[config.mk]
export PLATFORM = sky130hd
export DESIGN_NAME = control_unit
export DESIGN_NICKNAME = d
export VERILOG_FILES = /design/src/rtl/cu_pkg.sv /design/src/rtl/cu_opdecode.sv /design/src/rtl/control_unit.sv
export SDC_FILE = /design/constraint.sdc
export NUM_CORES = 1
export LEC_CHECK = 0
export CORE_UTILIZATION = 44
export DETAILED_ROUTE_END_ITERATION = 8
export PLACE_DENSITY = 0.86
export SLEW_MARGIN = 15
export SYNTH_ARGS = -nofsm -noshare
export SYNTH_HDL_FRONTEND = slang
export SYNTH_HIERARCHICAL = 1
export SYNTH_SLANG_ARGS = --single-unit
[constraint.sdc]
create_clock -name Clock -period 9.4 [get_ports Clock]
set_clock_uncertainty 0.2 [all_clocks]
set_input_delay 2.82 -clock Clock [delete_from_list [all_inputs] [get_ports Clock]]
set_output_delay 2.82 -clock Clock [all_outputs]
set_load 0.02 [all_outputs]
[src/rtl/cu_pkg.sv]
// rtl/cu_pkg.sv - opcodes, ALU ops, sequencer states and instruction classes for control_unit
// Used by cu_opdecode and control_unit (CU_MULDIV_EN selects mul/div support in cu_opdecode).
package cu_pkg;

  localparam logic [4:0] OP_LD     = 5'b00000;
  localparam logic [4:0] OP_LDI    = 5'b00001;
  localparam logic [4:0] OP_ST     = 5'b00010;
  localparam logic [4:0] OP_ADD    = 5'b00011;
  localparam logic [4:0] OP_SUB    = 5'b00100;
  localparam logic [4:0] OP_AND    = 5'b00101;
  localparam logic [4:0] OP_OR     = 5'b00110;
  localparam logic [4:0] OP_ROR    = 5'b00111;
  localparam logic [4:0] OP_ROL    = 5'b01000;
  localparam logic [4:0] OP_SHR    = 5'b01001;
  localparam logic [4:0] OP_SHRA   = 5'b01010;
  localparam logic [4:0] OP_SHL    = 5'b01011;
  localparam logic [4:0] OP_ADDI   = 5'b01100;
  localparam logic [4:0] OP_ANDI   = 5'b01101;
  localparam logic [4:0] OP_ORI    = 5'b01110;
  localparam logic [4:0] OP_DIV    = 5'b01111;
  localparam logic [4:0] OP_MUL    = 5'b10000;
  localparam logic [4:0] OP_NEG    = 5'b10001;
  localparam logic [4:0] OP_NOT    = 5'b10010;
  localparam logic [4:0] OP_BRANCH = 5'b10011;
  localparam logic [4:0] OP_JR     = 5'b10100;
  localparam logic [4:0] OP_IN     = 5'b10110;
  localparam logic [4:0] OP_OUT    = 5'b10111;
  localparam logic [4:0] OP_MFHI   = 5'b11000;
  localparam logic [4:0] OP_MFLO   = 5'b11001;
  localparam logic [4:0] OP_NOP    = 5'b11010;
  localparam logic [4:0] OP_HALT   = 5'b11011;

  localparam logic [4:0] ALU_NONE  = 5'b00000;
  localparam logic [4:0] ALU_ADD   = 5'b00011;
  localparam logic [4:0] ALU_AND   = 5'b00101;
  localparam logic [4:0] ALU_OR    = 5'b00110;

  typedef enum logic [3:0] {
    ST_RST, ST_T0, ST_T1, ST_T2, ST_T3, ST_T4, ST_T5, ST_T6, ST_T7, ST_HALT
  } state_e;

  typedef enum logic [3:0] {
    CLS_NOP, CLS_ALU, CLS_IMM, CLS_UNARY, CLS_MULDIV, CLS_LDI, CLS_LD, CLS_ST,
    CLS_BR, CLS_JR, CLS_IN, CLS_OUT, CLS_MFHI, CLS_MFLO, CLS_HALT
  } iclass_e;

  // Final execute step of each class; the sequencer wraps to T0 after it.
  function automatic state_e last_step(input iclass_e cls);
    case (cls)
      CLS_ALU, CLS_IMM, CLS_LDI: last_step = ST_T5;
      CLS_UNARY:                 last_step = ST_T4;
      CLS_MULDIV, CLS_BR:        last_step = ST_T6;
      CLS_LD, CLS_ST:            last_step = ST_T7;
      default:                   last_step = ST_T3;
    endcase
  endfunction

endpackage

[src/rtl/cu_opdecode.sv]
// rtl/cu_opdecode.sv - opcode to instruction class and ALU opcode
// mul/div decode as nop unless CU_MULDIV_EN is defined.
module cu_opdecode
  import cu_pkg::*;
(
  input  logic [4:0] op_i,
  output iclass_e    class_o,
  output logic [4:0] alu_op_o
);

  always_comb begin
    class_o  = CLS_NOP;
    alu_op_o = ALU_NONE;
    case (op_i)
      OP_ADD, OP_SUB, OP_AND, OP_OR, OP_ROR, OP_ROL, OP_SHR, OP_SHRA, OP_SHL: begin
        class_o  = CLS_ALU;
        alu_op_o = op_i;
      end
      OP_ADDI: begin class_o = CLS_IMM; alu_op_o = ALU_ADD; end
      OP_ANDI: begin class_o = CLS_IMM; alu_op_o = ALU_AND; end
      OP_ORI:  begin class_o = CLS_IMM; alu_op_o = ALU_OR;  end
      OP_NEG, OP_NOT: begin
        class_o  = CLS_UNARY;
        alu_op_o = op_i;
      end
`ifdef CU_MULDIV_EN
      OP_MUL, OP_DIV: begin
        class_o  = CLS_MULDIV;
        alu_op_o = op_i;
      end
`else
      OP_MUL, OP_DIV: class_o = CLS_NOP;
`endif
      OP_LDI:    begin class_o = CLS_LDI; alu_op_o = ALU_ADD; end
      OP_LD:     begin class_o = CLS_LD;  alu_op_o = ALU_ADD; end
      OP_ST:     begin class_o = CLS_ST;  alu_op_o = ALU_ADD; end
      OP_BRANCH: begin class_o = CLS_BR;  alu_op_o = ALU_ADD; end
      OP_JR:     class_o = CLS_JR;
      OP_IN:     class_o = CLS_IN;
      OP_OUT:    class_o = CLS_OUT;
      OP_MFHI:   class_o = CLS_MFHI;
      OP_MFLO:   class_o = CLS_MFLO;
      OP_HALT:   class_o = CLS_HALT;
      default:   class_o = CLS_NOP;
    endcase
  end

endmodule

[src/rtl/control_unit.sv]
// rtl/control_unit.sv - hardwired fetch/execute sequencer driving the datapath strobes
// Optional mul/div sequences are enabled by CU_MULDIV_EN (see cu_opdecode).
module control_unit
  import cu_pkg::*;
(
  input  logic        Clock,
  input  logic        Reset_n,
  input  logic [31:0] IR,
  input  logic        CON_out,
  output logic        PCout,
  output logic        Zlowout,
  output logic        ZHighout,
  output logic        MDRout,
  output logic        HIout,
  output logic        LOout,
  output logic        Cout,
  output logic        InPortout,
  output logic        MARin,
  output logic        Zin,
  output logic        PCin,
  output logic        MDRin,
  output logic        IRin,
  output logic        Yin,
  output logic        HIin,
  output logic        LOin,
  output logic        OutPortin,
  output logic        CON_in,
  output logic        GRA,
  output logic        GRB,
  output logic        GRC,
  output logic        Rin,
  output logic        Rout,
  output logic        BAout,
  output logic        IncPC,
  output logic        Read,
  output logic        Write,
  output logic [4:0]  operation,
  output logic        Run
);

  state_e     state_q, state_d;
  logic       run_q;
  iclass_e    cls;
  logic [4:0] alu_op;
  logic       unused_ir;

  // Register fields are routed to the register file by the datapath, not here.
  assign unused_ir = ^IR[26:0];

  cu_opdecode u_opdecode (
    .op_i     (IR[31:27]),
    .class_o  (cls),
    .alu_op_o (alu_op)
  );

  always_ff @(posedge Clock or negedge Reset_n) begin
    if (!Reset_n) begin
      state_q <= ST_RST;
      run_q   <= 1'b0;
    end else begin
      state_q <= state_d;
      run_q   <= (state_d != ST_RST) && (state_d != ST_HALT);
    end
  end

  assign Run = run_q;

  always_comb begin
    state_d = state_q;
    case (state_q)
      ST_RST:  state_d = ST_T0;
      ST_T0:   state_d = ST_T1;
      ST_T1:   state_d = ST_T2;
      ST_T2:   state_d = ST_T3;
      ST_HALT: state_d = ST_HALT;
      default: begin
        if (state_q == last_step(cls))
          state_d = (cls == CLS_HALT) ? ST_HALT : ST_T0;
        else
          state_d = state_e'(4'(state_q) + 4'd1);
      end
    endcase
  end

  always_comb begin
    PCout = 1'b0; Zlowout = 1'b0; ZHighout = 1'b0; MDRout = 1'b0;
    HIout = 1'b0; LOout = 1'b0; Cout = 1'b0; InPortout = 1'b0;
    MARin = 1'b0; Zin = 1'b0; PCin = 1'b0; MDRin = 1'b0; IRin = 1'b0;
    Yin = 1'b0; HIin = 1'b0; LOin = 1'b0; OutPortin = 1'b0; CON_in = 1'b0;
    GRA = 1'b0; GRB = 1'b0; GRC = 1'b0; Rin = 1'b0; Rout = 1'b0; BAout = 1'b0;
    IncPC = 1'b0; Read = 1'b0; Write = 1'b0;
    operation = ALU_NONE;
    case (state_q)
      ST_T0: begin PCout = 1'b1; MARin = 1'b1; IncPC = 1'b1; Zin = 1'b1; end
      ST_T1: begin Zlowout = 1'b1; PCin = 1'b1; Read = 1'b1; MDRin = 1'b1; end
      ST_T2: begin MDRout = 1'b1; IRin = 1'b1; end
      ST_T3: begin
        case (cls)
          CLS_ALU, CLS_IMM: begin GRB = 1'b1; Rout = 1'b1; Yin = 1'b1; end
          CLS_UNARY: begin GRB = 1'b1; Rout = 1'b1; Zin = 1'b1; operation = alu_op; end
          CLS_MULDIV: begin GRA = 1'b1; Rout = 1'b1; Yin = 1'b1; end
          CLS_LDI, CLS_LD, CLS_ST: begin GRB = 1'b1; BAout = 1'b1; Yin = 1'b1; end
          CLS_BR:   begin GRA = 1'b1; Rout = 1'b1; CON_in = 1'b1; end
          CLS_JR:   begin GRA = 1'b1; Rout = 1'b1; PCin = 1'b1; end
          CLS_IN:   begin InPortout = 1'b1; GRA = 1'b1; Rin = 1'b1; end
          CLS_OUT:  begin GRA = 1'b1; Rout = 1'b1; OutPortin = 1'b1; end
          CLS_MFHI: begin HIout = 1'b1; GRA = 1'b1; Rin = 1'b1; end
          CLS_MFLO: begin LOout = 1'b1; GRA = 1'b1; Rin = 1'b1; end
          default: ;
        endcase
      end
      ST_T4: begin
        case (cls)
          CLS_ALU: begin GRC = 1'b1; Rout = 1'b1; Zin = 1'b1; operation = alu_op; end
          CLS_IMM, CLS_LDI, CLS_LD, CLS_ST: begin Cout = 1'b1; Zin = 1'b1; operation = alu_op; end
          CLS_UNARY:  begin Zlowout = 1'b1; GRA = 1'b1; Rin = 1'b1; end
          CLS_MULDIV: begin GRB = 1'b1; Rout = 1'b1; Zin = 1'b1; operation = alu_op; end
          CLS_BR:     begin PCout = 1'b1; Yin = 1'b1; end
          default: ;
        endcase
      end
      ST_T5: begin
        case (cls)
          CLS_ALU, CLS_IMM, CLS_LDI: begin Zlowout = 1'b1; GRA = 1'b1; Rin = 1'b1; end
          CLS_MULDIV:    begin Zlowout = 1'b1; LOin = 1'b1; end
          CLS_LD, CLS_ST: begin Zlowout = 1'b1; MARin = 1'b1; end
          CLS_BR:        begin Cout = 1'b1; Zin = 1'b1; operation = alu_op; end
          default: ;
        endcase
      end
      ST_T6: begin
        case (cls)
          CLS_MULDIV: begin ZHighout = 1'b1; HIin = 1'b1; end
          CLS_LD:     begin Read = 1'b1; MDRin = 1'b1; end
          CLS_ST:     begin GRA = 1'b1; Rout = 1'b1; MDRin = 1'b1; end
          CLS_BR:     begin Zlowout = 1'b1; PCin = CON_out; end
          default: ;
        endcase
      end
      ST_T7: begin
        case (cls)
          CLS_LD: begin MDRout = 1'b1; GRA = 1'b1; Rin = 1'b1; end
          CLS_ST: Write = 1'b1;
          default: ;
        endcase
      end
      default: ;
    endcase
  end

endmodule

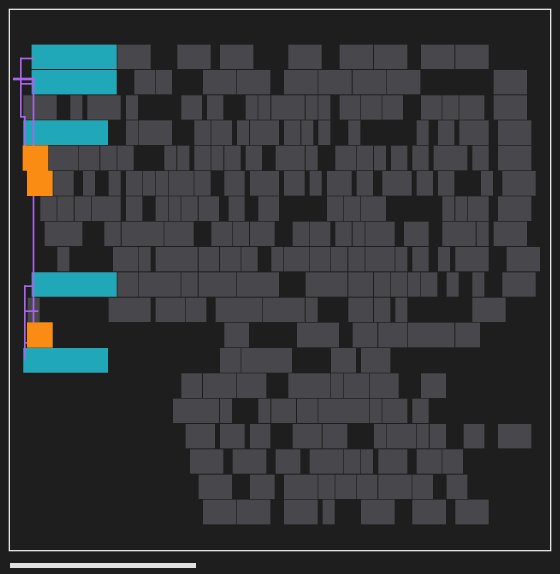
(run_1/clock_map.png)
Bar = 20 µm.
legend:
  cyan:
    item: flip-flops
    count: 5
  orange:
    item: cells driving clock nets
    count: 3
  purple:
    item: clock wires
    length: 58.6 µm
routed clock nets: 4
clk pwr: 0.0234 mW
Clk pwr share: 6.4%

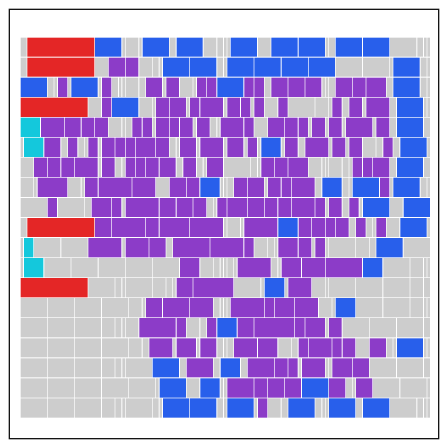
(run_1/cell_classes.png)
Fill, decap, tap and diode cells in grey.
legend:
  purple:
    class: all other logic
    cells: 177
    share_of_their_area: 64%
  blue:
    class: other buffers and delay cells
    cells: 50
    share_of_their_area: 27%
  cyan:
    class: clock drivers and dummy loads
    cells: 4
    share_of_their_area: 1.5%
  red:
    class: flops
    cells: 5
    share_of_their_area: 7.2%
Seq/total area: 6.94%
post-layout util: 62.6%
core region area: 2880 µm²

==> results.sh, run 1 <==
# source this file to load flow results
export IMPL_synthTopLogicFamily="simple AND/OR/NAND/NOR gates"
export IMPL_p_sw_mw=0.191
export IMPL_period_minus_slack_ns=9.13
export IMPL_viasPerCell=5.51
export IMPL_grt_antenna_before_repair=0
export IMPL_p_int_mw=0.172
export IMPL_place_ws_ns=0.316
export IMPL_critPathBufInv=2
export IMPL_min_from="state_q[2]"
export IMPL_p_per_area_nw_per_um2=202
export IMPL_synth_top_area_share_pct=9.04
export IMPL_dieArea_um2=3370
export IMPL_wl_met1_um=1620
export IMPL_cpPeakStageDelay_ns=0.65
export IMPL_rsz0062_at_grt="false"
export IMPL_worstPathCellList="clkdlybuf4s50_1 -> nor2b_1 -> o32a_1 -> o221ai_2 -> ha_1 -> nor3b_1 -> nand2_1 -> a21oi_1 -> a211o_1 -> nand2b_1 -> clkdlybuf4s50_1"
export IMPL_min_to="state_q[3]"
export IMPL_grt_util_met3_pct=2.46
export IMPL_fa_ha_area_share_pct=7.23
export IMPL_grt_util_met2_pct=34.2
export IMPL_dominant_cells="logic gates"
export IMPL_rrSetupSlack_ns=7.03
export IMPL_final_comb_area_um2=1080
export IMPL_ys_flop_type="dfrtp_1"
export IMPL_synthMuxAreaShare_pct=1.54
export IMPL_pg_comb_mw=0.293
export IMPL_arrival_ns=6.11
export IMPL_syn_inst=203
export IMPL_cts_resized_gates=0
export IMPL_gr_max_usage_layer="met2"
export IMPL_yosysTopAreaCell="dfrtp_1"
export IMPL_cts_tree="yes"
export IMPL_synth_simple_area_share_pct=37.7
export IMPL_inv_count=11
export IMPL_critPathTopFamily="buffers and inverters"
export IMPL_topCellsByArea="dfrtp_1 (9.0%), ha_1 (7.2%), o21ai_0 (6.1%)"
export IMPL_final_nets=280
export IMPL_grt_use_total_pct=20.8
export IMPL_r2r_end="Run"
export IMPL_numCtsBuffers=3
export IMPL_crit_slowest_cell="clkdlybuf4s50_1"
export IMPL_cellLeakagePower_nw=0.745
export IMPL_ant_nets=0
export IMPL_synthesis_nets=246
export IMPL_p_comb_share_pct=80.7
export IMPL_hold_viol_final=0
export IMPL_tap_cells=42
export IMPL_warnings=59
export IMPL_hold_path_class="reg -> reg"
export IMPL_critPathCapture="GRA"
export IMPL_met1_usage_pct=28.2
export IMPL_wl_met2_um=1600
export IMPL_grt_max_degree=20
export IMPL_holdWs_ns=0.573
export IMPL_status="complete, no violations"
export IMPL_place_area_um2=1780
export IMPL_clock_buffer_count=4
export IMPL_ios=68
export IMPL_top_power_group="combinational cells"
export IMPL_flop_count=5
export IMPL_synthTopCellsByCount="nand2_1 (20), o21ai_0 (17), nor2_1 (16)"
export IMPL_layout_nonclk_buf_share_pct=26.4
export IMPL_clockNetworkAreaShare_pct=1.46
export IMPL_worst_ir_drop_vdd_uv=183
export IMPL_whs_path_depth=2
export IMPL_fp_util_pct=48.1
export IMPL_top_layer="met3"
export IMPL_total_power_mw=0.364
export IMPL_start_kind="input port"
export IMPL_wl_um=3350
export IMPL_firstDrtPassIters=4
export IMPL_port_buffers=40
export IMPL_cts_hold_buf=0
export IMPL_netlist_area_um2=1380
export IMPL_top_cell="nand2_1"
export IMPL_logic_gates=166
export IMPL_synthAoiAreaFrac_pct=26.9
export IMPL_async_reset_ff_share_pct=100
export IMPL_slew_viol_final=0
export IMPL_critPathCaptureType="output pin"
export IMPL_cts_sinks=5
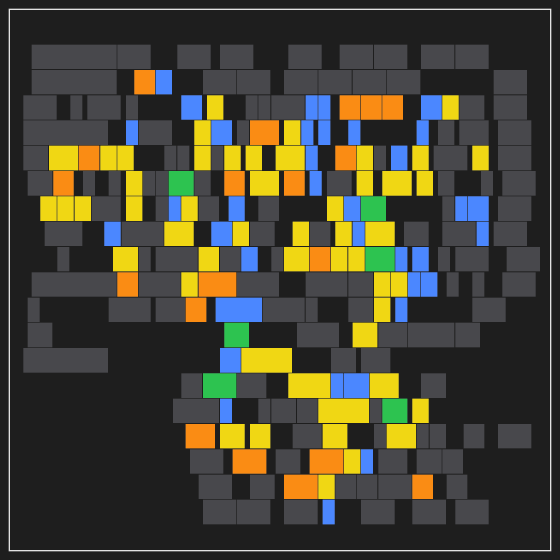
(run_1/gate_families.png)
legend:
  orange:
    family: AND and OR gates
    cells: 19
    most_used: and3_1
  blue:
    family: NAND gates
    cells: 36
    most_used: nand2_1
  green:
    family: AND-OR and OR-AND gates
    cells: 6
    where: centre
  yellow:
    family: inverting AOI/OAI gates
    cells: 51
    most_used: o21ai_0
final std cells w/o fill: 278
Commonest Layout Cell: clkdlybuf4s50_1
multi-input logic portion of the cell area: 60.0%

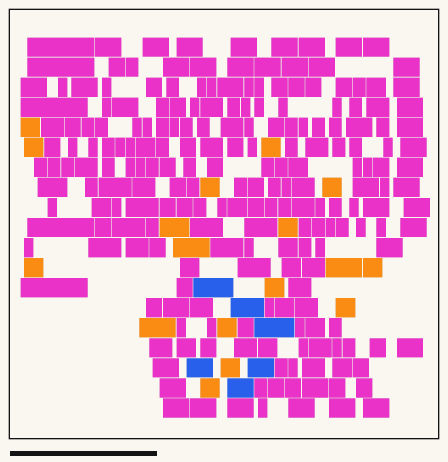
(run_1/drive_strength.png)
Bar = 20 µm.
legend:
  blue:
    size: drive 2
    cells: 6
    share: 2.5%
  magenta:
    size: drive 1 or less
    cells: 213
    share: 90%
  orange:
    size: drive 3 to 4
    cells: 17
    share: 7.2%
synthesis-to-layout area growth: 30.2%
fin area: 1800 µm²
number of non-clock buffers: 50
setup ws final: 0.267 ns

==> run_1/final_clocks.png <==
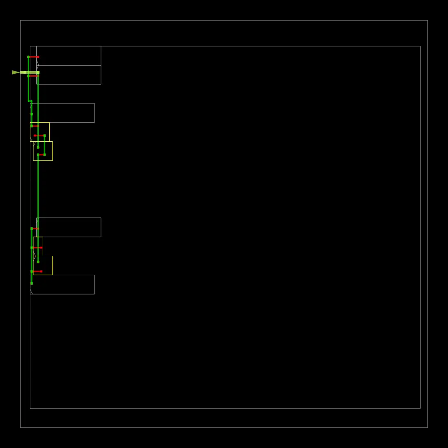

==> run 1 -> run 2 <==
--- a/config.mk
+++ b/config.mk
@@ -5,9 +5,11 @@
 export SDC_FILE = /design/constraint.sdc
 export NUM_CORES = 1
 export LEC_CHECK = 0
-export CORE_UTILIZATION = 44
+export CELL_PAD_IN_SITES_DETAIL_PLACEMENT = 1
+export CELL_PAD_IN_SITES_GLOBAL_PLACEMENT = 1
+export CORE_UTILIZATION = 30
 export DETAILED_ROUTE_END_ITERATION = 8
-export PLACE_DENSITY = 0.86
+export PLACE_DENSITY_LB_ADDON = 0.1
 export SLEW_MARGIN = 15
 export SYNTH_ARGS = -nofsm -noshare
 export SYNTH_HDL_FRONTEND = slang
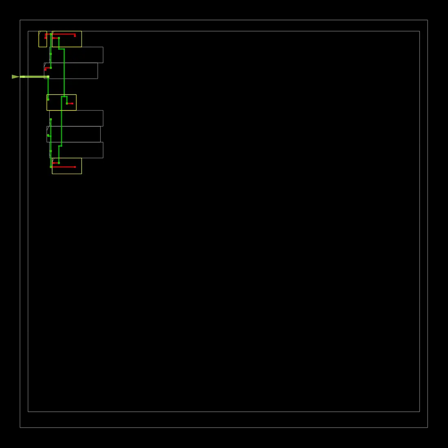
(run_2/final_clocks.png)
Clock Latency Late Sink: 0.21 ns
clk pwr: 0.0380 mW
total CTS buffers: 3
clock sinks: 5
Seq cells: 5

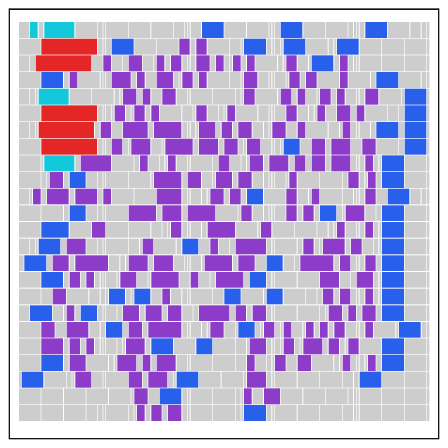
(run_2/cell_classes.png)
Fill, decap, tap and diode cells in grey.
Rows: 24
core region area: 4380 µm²
Seq/total area: 6.63%

==> run 2 against run 1 <==
Maximum frequency about the same. Design area rose by 4.7%. Non-clock buffer count increased by 6. Combinational power rose by 6%. Power grew 8.8%. Routed wire length grew 36%. Hold slack better by 0.013 ns. Worst setup slack improved by 0.0015 ns. Sequential share of layout area down 0.31 points. Via count up 3.7%. Global-route usage is 2.2 points lower. Critical path type unchanged. Largest cell class unchanged.
==> results.sh, run 2 <==
# source this file to load flow results
export IMPL_status="complete, no violations"
export IMPL_ys_flop_type="dfrtp_1"
export IMPL_synth_avg_cell_area_um2=6.82
export IMPL_diodes=0
export IMPL_synth_simple_area_share_pct=37.7
export IMPL_worstMarginPinSlew_ns=0.590
export IMPL_arrival_ns=6.11
export IMPL_clockPowerShare_pct=9.6
export IMPL_min_to="state_q[3]"
export IMPL_gr_max_usage_layer="met2"
export IMPL_worst_ir_drop_vdd_uv=123
export IMPL_place_inst=290
export IMPL_syn_inst=203
export IMPL_synth_top_area_share_pct=9.04
export IMPL_total_power_mw=0.396
export IMPL_final_core_util_pct=43.0
export IMPL_fa_ha_area_share_pct=7.23
export IMPL_top_cell="nand2_1"
export IMPL_clockNetworkAreaShare_pct=2.39
export IMPL_final_comb_area_um2=1090
export IMPL_synthesis_nets=246
export IMPL_wl_um=4560
export IMPL_final_cells=294
export IMPL_critPathCapture="operation[3]"
export IMPL_netlist_area_um2=1380
export IMPL_chipHeight_um=69.9
export IMPL_fp_util_pct=31.6
export IMPL_firstDrtPassIters=4
export IMPL_topCellsByArea="dfrtp_1 (9.0%), ha_1 (7.2%), o21ai_0 (6.1%)"
export IMPL_wl_met1_um=2100
export IMPL_cts_resized_gates=0
export IMPL_p_int_mw=0.188
export IMPL_wl_per_cell_um=15.5
export IMPL_cts_hold_buf=0
export IMPL_viasPerCell=5.40
export IMPL_p_sw_mw=0.207
export IMPL_r2r_end="Run"
export IMPL_port_buffers=40
export IMPL_layout_nonclk_buf_share_pct=27.7
export IMPL_p_seq_mw=0.0479
export IMPL_synthMuxAreaShare_pct=1.54
export IMPL_ys_cells=203
export IMPL_critPathTopFamily="buffers and inverters"
export IMPL_period_minus_slack_ns=9.13
export IMPL_finalWorstSetupSlack_ns=0.268
export IMPL_top_layer="met4"
export IMPL_met1_usage_pct=23.1
export IMPL_ios=68
export IMPL_grt_util_met2_pct=35.5
export IMPL_p_comb_share_pct=78.3
export IMPL_slew_viol_final=0
export IMPL_clock_buffer_count=4
export IMPL_inv_count=11
export IMPL_critPathCaptureType="output pin"
export IMPL_top_power_group="combinational cells"
export IMPL_cellLeakagePower_nw=0.794
export IMPL_swShare_pct=52.4
export IMPL_edf_count=0
export IMPL_holdWs_ns=0.586
export IMPL_yosysTopAreaCell="dfrtp_1"
export IMPL_grt_use_total_pct=18.6
export IMPL_grt_antenna_before_repair=0
export IMPL_async_reset_ff_share_pct=100
export IMPL_critPathBufInv=3
export IMPL_synthTopLogicFamily="simple AND/OR/NAND/NOR gates"
export IMPL_pg_comb_mw=0.310
export IMPL_hold_viol_final=0
export IMPL_dieArea_um2=4890
export IMPL_hold_path_class="reg -> reg"
export IMPL_grt_max_degree=20
export IMPL_dominant_cells="logic gates"
export IMPL_drt_iter0_markers=50
export IMPL_start_kind="input port"
export IMPL_whs_path_depth=2
export IMPL_layout_cells_most_common="clkdlybuf4s50_1"
export IMPL_cpPeakStageDelay_ns=0.62
export IMPL_place_ws_ns=0.110
export IMPL_synthTopCellsByCount="nand2_1 (20), o21ai_0 (17), nor2_1 (16)"
export IMPL_warnings=59
export IMPL_synthAoiAreaFrac_pct=26.9
export IMPL_logic_gates=166
export IMPL_worstPathCellList="clkdlybuf4s50_1 -> nor2b_1 -> o32a_1 -> o221ai_2 -> ha_1 -> nor3b_1 -> a311oi_2 -> buf_4 -> nor2b_1 -> clkdlybuf4s50_1"
export IMPL_ant_nets=0
export IMPL_wl_met2_um=2330
export IMPL_seqPwrFrac_pct=12.1
export IMPL_rsz0062_at_grt="false"
export IMPL_stdcell_area_um2=1890
export IMPL_cts_tree="yes"
export IMPL_tap_cells=52
export IMPL_min_from="state_q[2]"
export IMPL_final_nets=286
export IMPL_rrSetupSlack_ns=6.88
export IMPL_sh_comb_area_pct=57.6
export IMPL_syn2layout_area_growth_pct=36.3
export IMPL_crit_slowest_cell="clkdlybuf4s50_1"
export IMPL_grt_util_met3_pct=0.866
export IMPL_p_per_area_nw_per_um2=210
export IMPL_place_area_um2=1830
export IMPL_yosysSeqAreaShare_pct=9.04
export IMPL_buffers_excl_clock=56
==> run_2/drive_strength.png <==
Bar = 20 µm.
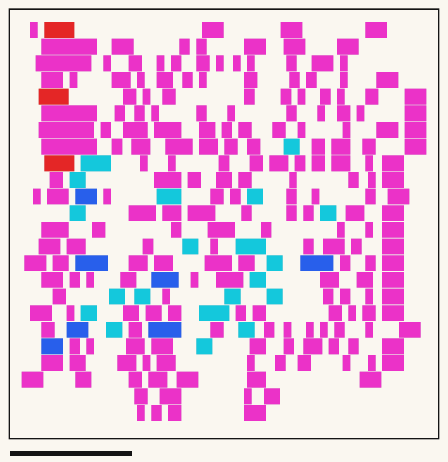

==> run 2 -> run 3 <==
--- a/config.mk
+++ b/config.mk
@@ -7,6 +7,7 @@
 export LEC_CHECK = 0
 export CELL_PAD_IN_SITES_DETAIL_PLACEMENT = 1
 export CELL_PAD_IN_SITES_GLOBAL_PLACEMENT = 1
+export CORE_MARGIN = 8
 export CORE_UTILIZATION = 30
 export DETAILED_ROUTE_END_ITERATION = 8
 export PLACE_DENSITY_LB_ADDON = 0.1
@@ -15,3 +16,4 @@
 export SYNTH_HDL_FRONTEND = slang
 export SYNTH_HIERARCHICAL = 1
 export SYNTH_SLANG_ARGS = --single-unit
+export TNS_END_PERCENT = 30
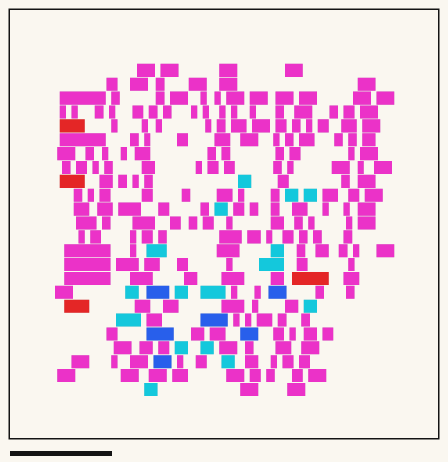
(run_3/drive_strength.png)
Bar = 20 µm.
legend:
  cyan:
    size: drive 3 to 4
    cells: 16
    share: 6.7%
  blue:
    size: drive 2
    cells: 6
    share: 2.5%
  red:
    size: drive 6 and up
    cells: 4
    share: 1.7%
  magenta:
    size: drive 1 or less
    cells: 213
    share: 89%
synthesis-to-layout area growth: 35.0%
number of non-clock buffers: 53
setup ws final: 0.281 ns
fin area: 1870 µm²

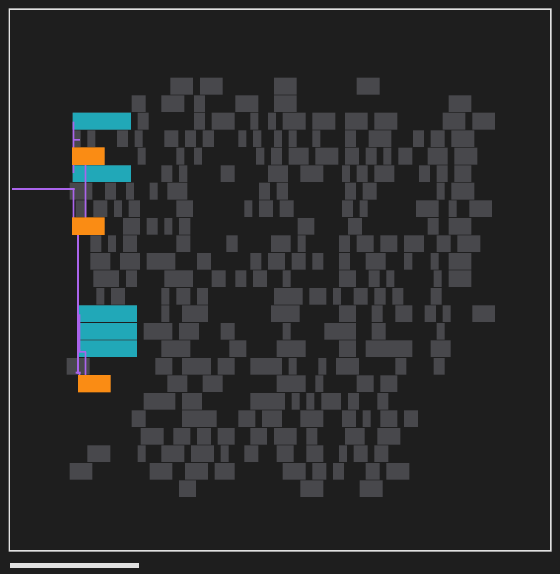
(run_3/clock_map.png)
Bar = 20 µm.
clk pwr: 0.0388 mW
Clock Latency Late Sink: 0.22 ns
Clk pwr share: 9.8%

==> run 3 against run 2 <==
Power up 0.38%. Register-to-register slack better by 0.02 ns. Clock power grew 2%. Clock-buffer cell count stayed put. Sequential power about the same. Non-clock buffer count shrank 3. Critical path type unchanged. Largest cell class unchanged.
==> results.sh, run 3 <==
# source this file to load flow results
export IMPL_top_power_group="combinational cells"
export IMPL_flop_count=5
export IMPL_grt_max_degree=20
export IMPL_grt_pass1_wl_um=8090
export IMPL_critPathTopFamily="buffers and inverters"
export IMPL_row_count=24
export IMPL_layout_cells_most_common="clkdlybuf4s50_1"
export IMPL_swShare_pct=52.6
export IMPL_yosysWarningCount=6
export IMPL_core_area_um2=4410
export IMPL_wl_per_cell_um=16.2
export IMPL_top_layer="met4"
export IMPL_slew_viol_final=0
export IMPL_sh_comb_area_pct=57.9
export IMPL_min_from="state_q[2]"
export IMPL_min_period_over_period_pct=97.0
export IMPL_final_core_util_pct=42.3
export IMPL_start_kind="input port"
export IMPL_layout_top_cells="clkdlybuf4s50_1 (40), nand2_1 (20), o21ai_0 (17)"
export IMPL_post_cts_buffers=0
export IMPL_cts_hold_buf=0
export IMPL_numCtsBuffers=3
export IMPL_viasPerCell=5.48
export IMPL_topCellsByArea="dfrtp_1 (9.0%), ha_1 (7.2%), o21ai_0 (6.1%)"
export IMPL_synthesis_nets=246
export IMPL_tns_ns=0
export IMPL_warnings=59
export IMPL_reg2regPathDepth=7
export IMPL_cts_resized_gates=0
export IMPL_chipHeight_um=83.9
export IMPL_crit_slowest_cell="clkdlybuf4s50_1"
export IMPL_dominant_cells="logic gates"
export IMPL_total_power_mw=0.397
export IMPL_largest_reg_flops=4
export IMPL_worstPathCellList="clkdlybuf4s50_1 -> nand2_1 -> o32a_1 -> o221ai_2 -> ha_1 -> o21a_1 -> o21ai_0 -> a21oi_1 -> a311oi_1 -> buf_4 -> nor2b_1 -> clkdlybuf4s50_1"
export IMPL_final_nets=283
export IMPL_synthTopLogicFamily="simple AND/OR/NAND/NOR gates"
export IMPL_drc=0
export IMPL_whs_path_depth=2
export IMPL_drt_iter0_markers=96
export IMPL_place_inst=287
export IMPL_netlist_area_um2=1380
export IMPL_ant_nets=0
export IMPL_cellLeakagePower_nw=0.771
export IMPL_ys_types=52
export IMPL_synth_top_area_share_pct=9.04
export IMPL_cp_required_ns=6.38
export IMPL_status="complete, no violations"
export IMPL_tap_cells=52
export IMPL_ys_area_um2=1380
export IMPL_synth_avg_cell_area_um2=6.82
export IMPL_place_area_um2=1820
export IMPL_startpoint="IR[28]"
export IMPL_rrSetupSlack_ns=6.90
export IMPL_top_cell="nand2_1"
export IMPL_fp_util_pct=31.3
export IMPL_hold_path_class="reg -> reg"
export IMPL_critPathCaptureType="output pin"
export IMPL_port_buffers=40
export IMPL_grt_use_total_pct=13.1
export IMPL_async_reset_ff_share_pct=100
export IMPL_drv_cap=0
export IMPL_p_per_area_nw_per_um2=213
export IMPL_p_seq_mw=0.0479
export IMPL_first_global_vias=1654
export IMPL_layout_nonclk_buf_share_pct=27.3
export IMPL_ctsLongestPathBuffers=2
export IMPL_synthAoiAreaFrac_pct=26.9
export IMPL_cts_tree="yes"
export IMPL_grt_antenna_before_repair=0
export IMPL_worst_ir_drop_vdd_uv=121
export IMPL_htree_num_levels=1
export IMPL_wl_um=4730
export IMPL_xor_share_pct=4.43
export IMPL_critPathCapture="operation[0]"
export IMPL_p_comb_share_pct=78.2
export IMPL_drive_gt1_share_pct=10.9
export IMPL_grt_overflow_total=0
export IMPL_place_ws_ns=0.312
export IMPL_clock_buffer_count=4
export IMPL_clockNetworkAreaShare_pct=2.41
export IMPL_crit_cells=12
export IMPL_ys_cells=203
export IMPL_grt_util_met3_pct=1.37
export IMPL_largest_register="state_q"
export IMPL_dieArea_um2=7040
export IMPL_pg_comb_mw=0.310
export IMPL_fa_ha_area_share_pct=7.23
export IMPL_edf_count=0
export IMPL_critPathBufInv=3
export IMPL_synthMuxAreaShare_pct=1.54
export IMPL_synth_simple_area_share_pct=37.7
export IMPL_cts_sinks=5
export IMPL_holdWs_ns=0.573
export IMPL_arrival_ns=6.10
export IMPL_met1_usage_pct=16.5
export IMPL_sh_seq_area_pct=6.70
export IMPL_ios=68
export IMPL_period_minus_slack_ns=9.12
export IMPL_gp_congestion=0.801
export IMPL_worstMarginPinSlew_ns=0.605
export IMPL_seqPwrFrac_pct=12.1
export IMPL_yosysSeqAreaShare_pct=9.04
export IMPL_dpl_hpwl_um=3720
export IMPL_final_cells=291
export IMPL_min_to="state_q[3]"
export IMPL_ys_flop_type="dfrtp_1"
export IMPL_rsz0062_at_grt="false"
export IMPL_via_count=1596
export IMPL_ys_seq_elements=5
export IMPL_r2r_end="Run"
export IMPL_path_max_fanout=10
export IMPL_logic_gates=166
export IMPL_die_w_um=83.9
export IMPL_hold_viol_final=0
export IMPL_wl_met2_um=2340
export IMPL_firstDrtPassIters=4
export IMPL_final_comb_area_um2=1080
export IMPL_yosysTopAreaCell="dfrtp_1"
export IMPL_grt_util_met2_pct=22.7
export IMPL_final_setup_viol_count=0
export IMPL_diodes=0
export IMPL_wl_met1_um=2220
export IMPL_inv_count=11
export IMPL_slew_limit_headroom_pct=59.2
export IMPL_p_sw_mw=0.209
export IMPL_gr_max_usage_layer="met2"
export IMPL_syn_inst=203
export IMPL_synthTopCellsByCount="nand2_1 (20), o21ai_0 (17), nor2_1 (16)"
export IMPL_p_int_mw=0.188
export IMPL_cpPeakStageDelay_ns=0.73
Power figures rest on the tool's default switching activity, not on a simulated workload.
